**config.mk**
```make
export PLATFORM = sky130hd
export DESIGN_NAME = countdown_timer
export DESIGN_NICKNAME = d
export VERILOG_FILES = /design/src/rtl/countdown_timer.sv
export SDC_FILE = /design/constraint.sdc
export NUM_CORES = 1
export LEC_CHECK = 0
export CAP_MARGIN = 20
export CORE_MARGIN = 2
export CORE_UTILIZATION = 55
export CTS_BUF_LIST = sky130_fd_sc_hd__clkbuf_16
export CTS_CLUSTER_DIAMETER = 150
export DETAILED_ROUTE_END_ITERATION = 16
export PLACE_DENSITY = 0.9
export SLEW_MARGIN = 20
export SYNTH_ARGS = -nofsm -noshare
export SYNTH_HDL_FRONTEND = slang
export SYNTH_SLANG_ARGS = --single-unit
```
**constraint.sdc**
```tcl
create_clock -name clk -period 6.68 [get_ports clk]
set_input_delay 1.67 -clock clk [delete_from_list [all_inputs] [get_ports clk]]
set_output_delay 1.67 -clock clk [all_outputs]
set_load 0.005 [all_outputs]
```
**src/rtl/countdown_timer.sv**
```systemverilog
// Loadable down-counting timer with one-shot/periodic expiry, valid/ready load and sticky flag.
// Optional tick prescaler is built only when TIMER_PRESCALE_EN is defined.
module countdown_timer #(
    parameter int WIDTH          = 32,
    parameter int PRESCALE_WIDTH = 8
) (
    input  logic                      clk,
    input  logic                      rst,
    input  logic                      load_valid_i,
    output logic                      load_ready_o,
    input  logic [WIDTH-1:0]          load_value_i,
    input  logic                      periodic_i,
    input  logic [PRESCALE_WIDTH-1:0] prescale_i,
    input  logic                      stop_i,
    input  logic                      clear_i,
    output logic [WIDTH-1:0]          count_o,
    output logic                      busy_o,
    output logic                      expire_o,
    output logic                      expired_o
);

    typedef enum logic [0:0] {
        ST_IDLE = 1'b0,
        ST_RUN  = 1'b1
    } state_t;

    state_t             r_state;
    state_t             w_state_nx;
    logic [WIDTH-1:0]   r_count;
    logic [WIDTH-1:0]   w_count_nx;
    logic [WIDTH-1:0]   r_reload;
    logic [WIDTH-1:0]   w_reload_nx;
    logic               r_periodic;
    logic               w_periodic_nx;
    logic               r_expire;
    logic               w_expire_nx;
    logic               r_expired;
    logic               w_expired_nx;
    logic               r_zero_pend;
    logic               w_zero_pend_nx;
    logic               w_accept;
    logic               w_tick;

`ifdef TIMER_PRESCALE_EN
    logic [PRESCALE_WIDTH-1:0] r_presc_cnt;
    logic [PRESCALE_WIDTH-1:0] w_presc_cnt_nx;
    logic [PRESCALE_WIDTH-1:0] r_presc_div;
    logic [PRESCALE_WIDTH-1:0] w_presc_div_nx;

    assign w_tick = (r_presc_cnt == r_presc_div);
`else
    logic w_unused_prescale;

    assign w_unused_prescale = ^prescale_i;
    assign w_tick            = 1'b1;
`endif

    assign w_accept     = load_valid_i && (r_state == ST_IDLE);
    assign load_ready_o = (r_state == ST_IDLE);
    assign busy_o       = (r_state == ST_RUN);
    assign count_o      = r_count;
    assign expire_o     = r_expire;
    assign expired_o    = r_expired;

    // State and datapath registers with synchronous reset.
    always_ff @(posedge clk) begin
        if (rst) begin
            r_state     <= ST_IDLE;
            r_count     <= {WIDTH{1'b0}};
            r_reload    <= {WIDTH{1'b0}};
            r_periodic  <= 1'b0;
            r_expire    <= 1'b0;
            r_expired   <= 1'b0;
            r_zero_pend <= 1'b0;
`ifdef TIMER_PRESCALE_EN
            r_presc_cnt <= {PRESCALE_WIDTH{1'b0}};
            r_presc_div <= {PRESCALE_WIDTH{1'b0}};
`endif
        end else begin
            r_state     <= w_state_nx;
            r_count     <= w_count_nx;
            r_reload    <= w_reload_nx;
            r_periodic  <= w_periodic_nx;
            r_expire    <= w_expire_nx;
            r_expired   <= w_expired_nx;
            r_zero_pend <= w_zero_pend_nx;
`ifdef TIMER_PRESCALE_EN
            r_presc_cnt <= w_presc_cnt_nx;
            r_presc_div <= w_presc_div_nx;
`endif
        end
    end

    // Next-state, count, reload and expiry decode.
    always_comb begin
        w_state_nx     = r_state;
        w_count_nx     = r_count;
        w_reload_nx    = r_reload;
        w_periodic_nx  = r_periodic;
        w_zero_pend_nx = 1'b0;
        // A zero-length load expires one edge after the accept.
        w_expire_nx    = r_zero_pend;
`ifdef TIMER_PRESCALE_EN
        w_presc_cnt_nx = r_presc_cnt;
        w_presc_div_nx = r_presc_div;
`endif
        case (r_state)
            ST_IDLE: begin
                if (w_accept) begin
                    w_count_nx    = load_value_i;
                    w_reload_nx   = load_value_i;
                    w_periodic_nx = periodic_i;
`ifdef TIMER_PRESCALE_EN
                    w_presc_cnt_nx = {PRESCALE_WIDTH{1'b0}};
                    w_presc_div_nx = prescale_i;
`endif
                    if (load_value_i != {WIDTH{1'b0}}) begin
                        w_state_nx = ST_RUN;
                    end else begin
                        w_zero_pend_nx = 1'b1;
                    end
                end else begin
                    w_state_nx = ST_IDLE;
                end
            end
            ST_RUN: begin
                if (stop_i) begin
                    w_state_nx = ST_IDLE;
                    w_count_nx = {WIDTH{1'b0}};
                end else if (w_tick) begin
`ifdef TIMER_PRESCALE_EN
                    w_presc_cnt_nx = {PRESCALE_WIDTH{1'b0}};
`endif
                    if (r_count == WIDTH'(1'b1)) begin
                        w_expire_nx = 1'b1;
                        if (r_periodic) begin
                            w_count_nx = r_reload;
                        end else begin
                            w_count_nx = {WIDTH{1'b0}};
                            w_state_nx = ST_IDLE;
                        end
                    end else if (r_count != {WIDTH{1'b0}}) begin
                        w_count_nx = r_count - WIDTH'(1'b1);
                    end else begin
                        w_count_nx = {WIDTH{1'b0}};
                    end
                end else begin
`ifdef TIMER_PRESCALE_EN
                    w_presc_cnt_nx = r_presc_cnt + PRESCALE_WIDTH'(1'b1);
`endif
                    w_count_nx = r_count;
                end
            end
            default: begin
                w_state_nx = ST_IDLE;
                w_count_nx = {WIDTH{1'b0}};
            end
        endcase
    end

    // Sticky flag: a new expiry takes priority over clear.
    always_comb begin
        w_expired_nx = r_expired;
        if (w_expire_nx) begin
            w_expired_nx = 1'b1;
        end else if (clear_i) begin
            w_expired_nx = 1'b0;
        end else begin
            w_expired_nx = r_expired;
        end
    end

endmodule
```
Run 1, wires at chosen ports, followed through buffers:
Drawn at 3 px/um.
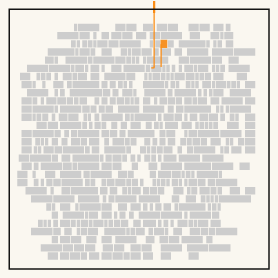
- `stop_i`: orange (direction input; end cells 1; buffers 1; wire 27.4 um)
Port Buf Inserts: 73
I/O pin count: 82

Run 1, placement view:
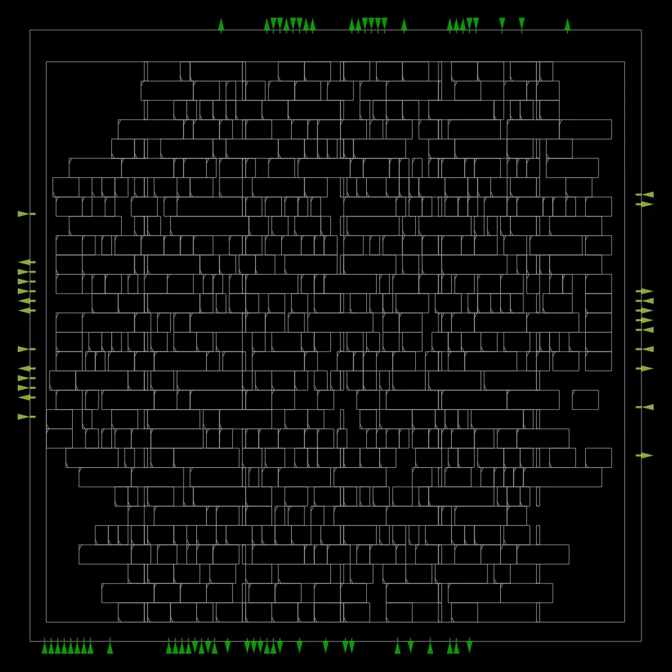
fillers: 472
sequential cell count: 69
placement row count: 29
fin util: 73.8%

==> results_dict.tcl, run 1 <==
# collected from the flow reports
set metrics [dict create \
    dp_hpwl_um 7470 \
    n_all_buffers 78 \
    antenna_found_initial 0 \
    postSynthAreaPerCell_um2 7.97 \
    logic_gate_count 357 \
    seqPwrFrac_pct 37.4 \
    layout_setup_ws_ns 3.15 \
    pre_cts_slack_ns 2.85 \
    final_hold_viol_count 0 \
    synth_flop_count 69 \
    fp_util_pct 57.7 \
    busiest_layer "met2" \
    netlist_instances 465 \
    vias 4014 \
    ys_types 43 \
    crit_required_ns 6.84 \
    gp_congestion 0.873 \
    viasPerCell 6.67 \
    arrival_ns 3.69 \
    slowest_delay_ns 0.93 \
    pg_comb_uw 298 \
    flop_cell "dfxtp_1" \
    wl_met1_um 4560 \
    firstDrtPassIters 6 \
    comb_area_share_pct 45.8 \
    final_common_cell "nand2_1" \
    cp-start-kind "primary input" \
    logic_area_um2 2170 \
    seq_area_um2 1380 \
    fp.dieH_um 86.1 \
    path_delay_family "buffers and inverters" \
    well_tap_count 77 \
    status "completed" \
    inverters 5 \
]
Run 1, metal 2:
Drawn at 6 px/um.
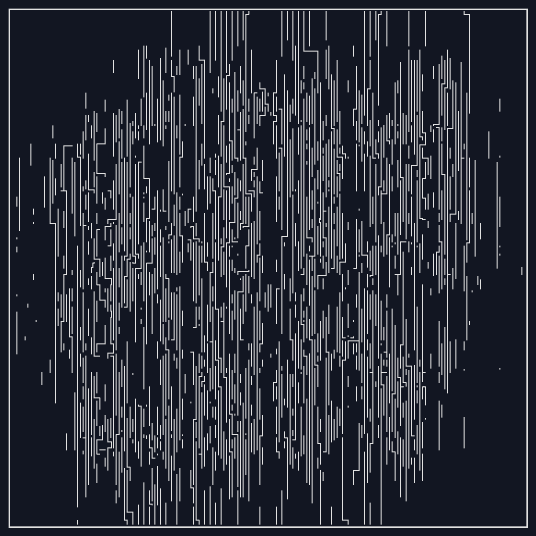
- wire length on this layer: 5,550 um
- main direction: vertical
- longest straight run: 44.0 um
- nets with wire on the layer: 484

[run 1: cell usage after synthesis, types with 2 or more instances]
master     count
dfxtp_1       69
mux2i_1       31
xor2_1        11
or3_1          4
o21ai_0        8
and3_1         3
o41ai_1        4
or4_1          9
a311o_1        2
and2_1         2
nor3_1        24
nor2_1        33
a221oi_1      11
a21oi_1       38
xnor2_1        8
o21a_1         2
a2bb2oi_1      2
ha_1           2
o22ai_1       20
or2_2          2
nor4_1        19
nand2b_1       3
nand4_1        5
o31ai_1        3
a22oi_1       13
a211oi_1       3
nor4_2         2
buf_2          9
clkbuf_1      25
inv_1          5
nand3_1        5
nand2_1       77
[run 1: worst register-to-register path, delay by kind of cell, from the launching register on]
| kind | cells | cell delay, ns |
|---|---|---|
| simple gates | 5 | 2.31 |
| compound gates | 1 | 0.48 |
| flops | 1 | 0.39 |
[run 1: worst max path at each step]
stage	startpoint	end	slack [ns]	depth (start not counted)
after floorplan	load_valid_i	count_o[10]$_SDFFE_PP0P_	3.38	5
after global placement	rst	count_o[31]$_SDFFE_PP0P_	2.83	4
after detailed placement	rst	count_o[15]$_SDFFE_PP0P_	2.85	4
after CTS	rst	count_o[15]$_SDFFE_PP0P_	3.21	4
after global routing	rst	count_o[31]$_SDFFE_PP0P_	3.10	4
final	rst	count_o[15]$_SDFFE_PP0P_	3.15	4
[run 1: cell families (layout without fill, tap and decap cells)]
logic type / after synthesis / in the layout / share of synthesized area (%)
buffers and inverters: 39 / 99 / 4.26
AND/OR/NAND/NOR: 194 / 194 / 25.4
adder cells (fa/ha/maj): 2 / 2 / 0.675
XOR/XNOR: 19 / 19 / 4.49
flip-flops: 69 / 69 / 37.3
multiplexers: 32 / 32 / 8.68
AND-OR/OR-AND: 110 / 110 / 19.3
Run 1, I/O pins on the die edge:
Drawn at 6 px/um. Pins as bars across the die edge, other pins in grey.
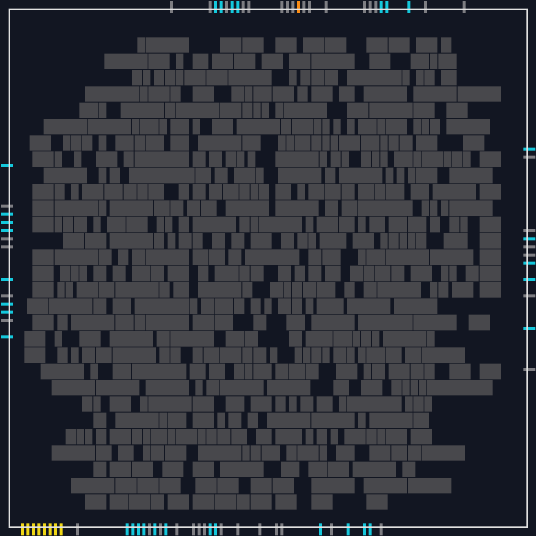

--- run 2 (diff from run 1) ---
- CORE_UTILIZATION: 55 -> 51
- PLACE_DENSITY: 0.9 -> 0.85
- clock period: 6.68 -> 3.5 ns (I/O delays scaled with it)
Run 2, I/O pins on the die edge:
Drawn at 6 px/um. Pins as bars across the die edge, other pins in grey.
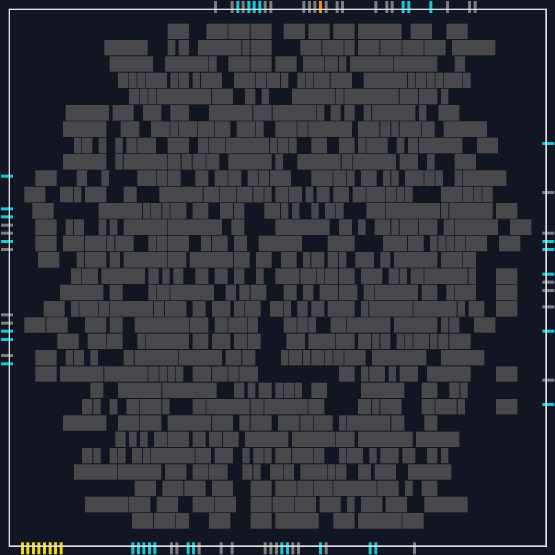
- `prescale_i`: yellow (pins 8; direction input; edge south)
- `stop_i`: orange (pins 1; direction input; edge north)
- `load_value_i`: cyan (pins 32; direction input; edge 12 south, 7 west, 7 north, 6 east)
- all pins by edge: 32 south, 25 north, 13 west, 12 east
Die H: 89.2 um
Die Wd: 89.2 um

Run 2, placement view:
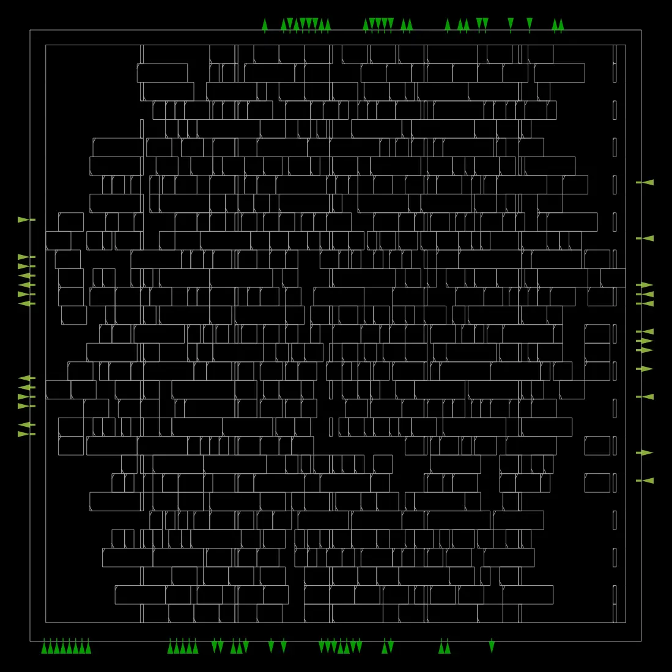
tap cells: 99
placement row count: 31
Layout Cells excl Fill: 632

==> run 2 against run 1 <==
Hold slack got worse by 0.0032 ns. Clock power grew 57%. Setup slack got worse by 2.7 ns. Die area grew 7.5%. Combinational power rose by 93%. Critical path type is now register to register. Highest routed layer unchanged.
==> results_dict.tcl, run 2 <==
# collected from the flow reports
set metrics [dict create \
    comb_area_share_pct 45.4 \
    dp_hpwl_um 7680 \
    final_hold_viol_count 0 \
    pre_cts_slack_ns 0.569 \
    maxCapViolCount 0 \
    die_area_um2 7960 \
    yosys_warnings 0 \
    ys_types 43 \
    flop-count 69 \
    logic_area_um2 2170 \
    synthTopCellsByCount "77 x nand2_1, 69 x dfxtp_1, 38 x a21oi_1" \
    postSynthAreaPerCell_um2 7.97 \
    arrival_ns 3.22 \
    cp-start-kind "register" \
    synth_seq_share_pct 37.3 \
    ys_area_um2 3700 \
    tritoncts "built" \
    max_slew.worst_pin.slew_ns 0.793 \
    flop_cell "dfxtp_1" \
    viasPerCell 6.29 \
    final_util_pct 67.0 \
    layout.nonclk_buf_share_pct 17.5 \
    syn_area_um2 3700 \
    logic_gate_count 357 \
    n_all_buffers 86 \
    synth_dominant_cell_count "nand2_1" \
    top_cells_by_area "dfxtp_1 37%, mux2i_1 8.4%, nand2_1 7.8%, a21oi_1 5.1%, o22ai_1 3.4%" \
    layout_setup_ws_ns 0.474 \
    status "completed" \
    criticalPathCategory "register to register" \
    netlist_instances 465 \
    gp_congestion 0.899 \
    seq_area_um2 1380 \
    period_used_pct 86.5 \
    inverters 5 \
    finalMaxSlewViolations 0 \
    synth_flop_count 69 \
    crit_required_ns 3.69 \
    firstDrtPassIters 4 \
    cts_buffer_depth 2 \
    fp_util_pct 51.9 \
    port_buffers 73 \
    antenna_found_initial 0 \
    final_common_cell "nand2_1" \
    power_uw 2250 \
    ios 82 \
    clk_pin_slew_ns 0.05 \
    fillers 582 \
]
Run 2, metal layers overlaid:
Drawn at 3 px/um. Only two layers are drawn.
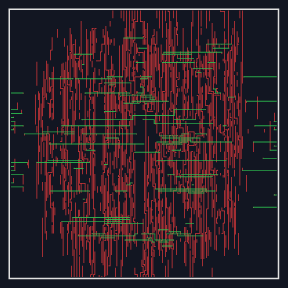
- met3: green (wire length 817 um)
- met2: red (wire length 5,570 um)
Tot GR Track Use: 28.7%
drt total wl: 11,300 um
via count: 3,973

run 2: cell counts after synthesis:
Identical to the previous run, type by type.
run 2: cells by family after synthesis:
family | after synthesis | share of synthesized area (%)
and+or+nand+nor | 194 | 25.4
muxes | 32 | 8.68
DFF | 69 | 37.3
buffers and inverters | 39 | 4.26
adders and majority gates | 2 | 0.675
xor gates and xnor gates | 19 | 4.49
AOI/OAI and AO/OA | 110 | 19.3
run 2: worst paths after layout:
path | start | end | cells past startpoint
worst max-delay path | count_o[25]$_SDFFE_PP0P_ | count_o[27]$_SDFFE_PP0P_ | 7
worst min-delay path | r_reload[7]$_SDFFE_PP0P_ | r_reload[7]$_SDFFE_PP0P_ | 2
worst max register to register | count_o[25]$_SDFFE_PP0P_ | count_o[27]$_SDFFE_PP0P_ | 7
worst min register to register | r_reload[7]$_SDFFE_PP0P_ | r_reload[7]$_SDFFE_PP0P_ | 2
run 2: where the power goes:
group	switching [uW]	leakage (uW)	internal, uW	total [uW]
sequential	65.2	0.000566	836	902
combinational	308	0.00116	266	575
clock	311	0.000139	462	773
total	685	0.00187	1560	2250
run 2: critical path, stage by stage (launching register included):
cell,delay (ns)
dfxtp_1,0.38
or4_1,0.68
or4_1,0.55
nor2_4,0.27
nand2_1,0.29
buf_4,0.30
a221oi_1,0.31
nor3_1,0.10
run 2: routing by layer:
| layer | routed length (um) | share of wire (%) | GRT usage [%] |
|---|---|---|---|
| met2 | 5570 | 49 | 45.4 |
| met3 | 817 | 7.2 | 3.60 |
| met1 | 4740 | 42 | 38.9 |
| met5 | 0 | 0 | 0 |
| met4 | 189 | 1.7 | 13.4 |
--- run 3 (diff from run 2) ---
- SLEW_MARGIN: 20 -> 40
Run 3, placement view:
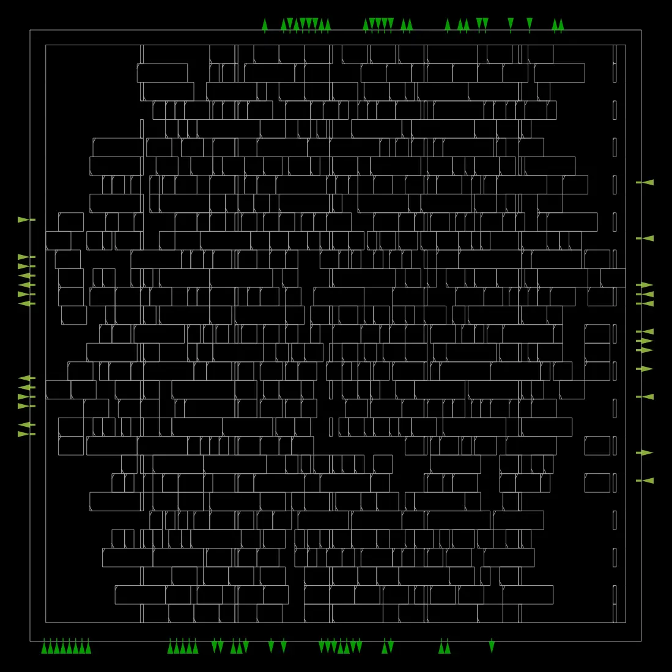
fillers: 582
Core Region: 7140 um^2
fin util: 67.0%
flop share of the area: 28.9%

Run 3, wires at chosen ports, followed through buffers:
Drawn at 3 px/um.
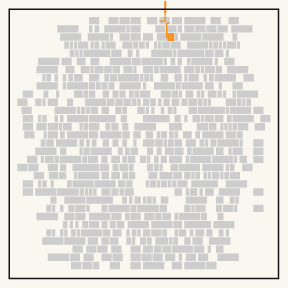

Run 3, I/O pins on the die edge:
Drawn at 6 px/um. Pins as bars across the die edge, other pins in grey.
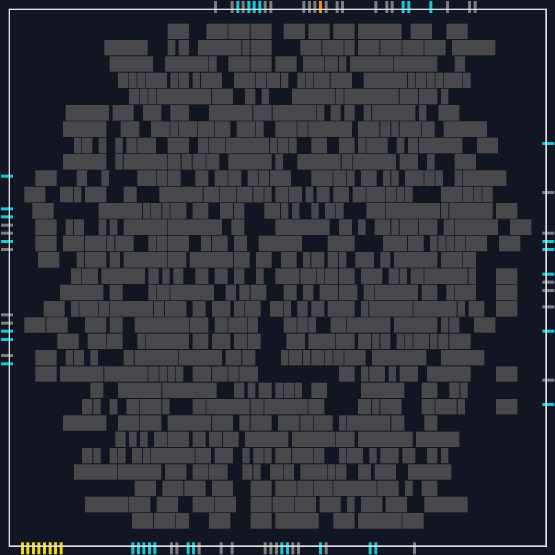
- `load_value_i`: cyan (pins 32; direction input; edge 12 south, 7 west, 7 north, 6 east)
- `prescale_i`: yellow (pins 8; direction input; edge south)
- `stop_i`: orange (pins 1; direction input; edge north)

==> run 3 against run 2 <==
Global-route usage unchanged. Non-clock buffer count unchanged. Combinational power about the same. Maximum frequency unchanged. Setup slack unchanged. Clock skew unchanged. Cell count unchanged. Total power unchanged. Sequential share of layout area unchanged. Utilization unchanged. Design area unchanged. Via count unchanged.
==> results_dict.tcl, run 3 <==
# collected from the flow reports
set metrics [dict create \
    status "completed" \
    fp.dieH_um 89.2 \
    synth.logic.top_family "simple AND/OR/NAND/NOR gates" \
    dp_hpwl_um 7680 \
    final_hold_viol_count 0 \
    final_common_cell "nand2_1" \
    period_used_pct 86.5 \
    ios 82 \
    clk_pin_slew_ns 0.05 \
    criticalPathCategory "register to register" \
    die_area_um2 7960 \
    arrival_ns 3.22 \
    synth_dominant_cell_count "nand2_1" \
    crit_slowest_cell "or4_1" \
    vias 3973 \
    synthTopCellsByCount "77 x nand2_1, 69 x dfxtp_1, 38 x a21oi_1" \
    max_slew.worst_pin.slew_ns 0.793 \
    xor_share_pct 4.49 \
    switchingPower_uw 685 \
    synthAdderAreaFrac_pct 0.675 \
    ys_area_um2 3700 \
    ys_sh_mux_pct 8.68 \
    pre_cts_slack_ns 0.569 \
    ys_types 43 \
    cpMostUsedCell "or4_1" \
    power_uw 2250 \
    flop_cell "dfxtp_1" \
    netlist_instances 465 \
    syn_area_um2 3700 \
    rows 31 \
    fp_util_pct 51.9 \
    finalMaxSlewViolations 0 \
    cts_buffer_depth 2 \
    top_cells_by_area "dfxtp_1 37%, mux2i_1 8.4%, nand2_1 7.8%, a21oi_1 5.1%, o22ai_1 3.4%" \
    wirelength_um 11300 \
    synth_seq_share_pct 37.3 \
    viasPerCell 6.29 \
    p_comb_share_pct 25.6 \
    simple_gate_share_pct 25.4 \
    synth_flop_count 69 \
    port_buffers 73 \
    die_w_um 89.2 \
    compound_area_share_pct 19.3 \
    pwr-share-clk_pct 34.4 \
    yosys_warnings 0 \
]
==> run 3: area by class of cell <==
cell class / count / area, um^2 / area share (%)
flip-flops and latches: 69 / 1380 / 28.9
well taps: 99 / 124 / 2.59
multi-input cells: 357 / 2170 / 45.4
inverters: 5 / 18.8 / 0.393
repair buffers: 86 / 836 / 17.5
clock buffers: 9 / 225 / 4.71
clock inverters: 7 / 27.5 / 0.576
==> run 3: final timing paths <==
check	from	endpoint	slack, ns	cells past startpoint
max reg2reg	count_o[25]$_SDFFE_PP0P_	count_o[27]$_SDFFE_PP0P_	0.47	7
max	count_o[25]$_SDFFE_PP0P_	count_o[27]$_SDFFE_PP0P_	0.47	7
min	r_reload[7]$_SDFFE_PP0P_	r_reload[7]$_SDFFE_PP0P_	0.45	2
min reg2reg	r_reload[7]$_SDFFE_PP0P_	r_reload[7]$_SDFFE_PP0P_	0.45	2
==> run 3: per-layer routing <==
metal	wire length [um]	share of wire [%]	GRT usage, %	up-vias
li1	-	-	-	1845
met3	817	7.2	3.60	16
met5	0	0	0	-
met2	5570	49	45.4	213
met4	189	1.7	13.4	0
met1	4740	42	38.9	1899
==> run 3: cell families after synthesis <==
kind of cell               count (synthesis)
AOI/OAI and AO/OA                        110
xor gates and xnor gates                  19
adders and majority gates                  2
buffers and inverters                     39
DFF                                       69
muxes                                     32
and+or+nand+nor                          194
==> run 3: critical path: cells and delay by family, from the launching register on <==
family          cells  cell delay (ns)
compound gates      1             0.31
buf+inv             1             0.30
flops               1             0.38
simple gates        5             1.89
==> run 3: power groups by stage <==
stage	logic [uW]	clock network, uW	registers, uW
2_1_floorplan	370	0	895
3_3_place_gp	549	0	912
3_5_place_dp	560	0	914
4_1_cts	567	774	898
5_1_grt	624	810	907
6_report	575	773	902
Power is estimated from default activity; no workload was simulated.
